Routed metal, one color a layer:
(4 px per um) Only two layers are drawn.
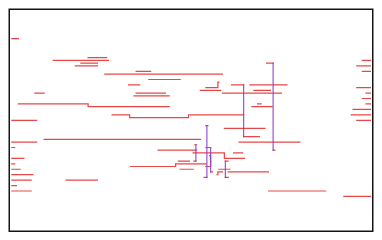
Clock distribution:
(6 px per um)
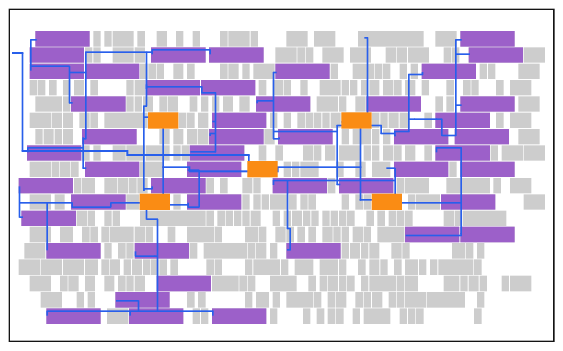
==> config.mk <==
export PLATFORM = sky130hd
export DESIGN_NAME = div_iter
export DESIGN_NICKNAME = d
export VERILOG_FILES = /design/src/rtl/div_iter_pkg.sv /design/src/rtl/div_iter_step.sv /design/src/rtl/div_iter.sv
export SDC_FILE = /design/constraint.sdc
export NUM_CORES = 1
export LEC_CHECK = 0
export ABC_AREA = 1
export CAP_MARGIN = 25
export CORE_ASPECT_RATIO = 0.6
export CORE_UTILIZATION = 59
export DETAILED_ROUTE_END_ITERATION = 7
export PLACE_DENSITY = 0.85
export SLEW_MARGIN = 10
export SYNTH_ARGS = -nofsm -noshare
export SYNTH_HDL_FRONTEND = slang
export SYNTH_HIERARCHICAL = 1
export SYNTH_SLANG_ARGS = --single-unit
==> constraint.sdc <==
create_clock -name clk -period 5.9 [get_ports clk]
set_input_delay 1.18 -clock clk [delete_from_list [all_inputs] [get_ports clk]]
set_output_delay 1.18 -clock clk [all_outputs]
set_load 0.02 [all_outputs]
==> results_dict.tcl <==
# place-and-route summary
set metrics [dict create \
    status "completed" \
    relSlewSlack 0.565 \
    grt_overflow 0 \
    io_pins 38 \
    synth.largest_area_cell "dfrtp_1" \
    switching_share 0.483 \
    p_sw_mw 1.03 \
    syn_nets 400 \
    min_period_ps 2990 \
    antenna_found_initial 0 \
    cts_sinks 48 \
    die_y_um 55.1 \
    drcViolationCount 0 \
    met1_length_mm 3.09 \
    rsz0062_at_grt "no" \
    hold_violations 0 \
    syn-cell-area_mm2 0.00277 \
    powerDensity_mw_per_mm2 642 \
    combGateArea_mm2 0.00136 \
    crit_arrival_ps 1810 \
    busiest_layer "met2" \
]
Notes on 'routed metal, one color a layer' above:
| layer | color | wire length |
|---|---|---|
| metal 3 | red | 448 um |
| metal 4 | purple | 61.9 um |
vias: 2504
Avg WL per Cell: 13.9 um
Tot GR Track Use: 0.279
final WL: 6.51 mm

Notes on 'clock distribution' above:
[clock wires] blue | length: 570 um
[flip-flops] purple | count: 48
[clock drivers] orange | count: 5
flops lie: spread over the die
clock share of power: 0.136
Worst Clk Skew: 12.9 ps

No activity file was given, so power comes from the tool's default toggle rates.
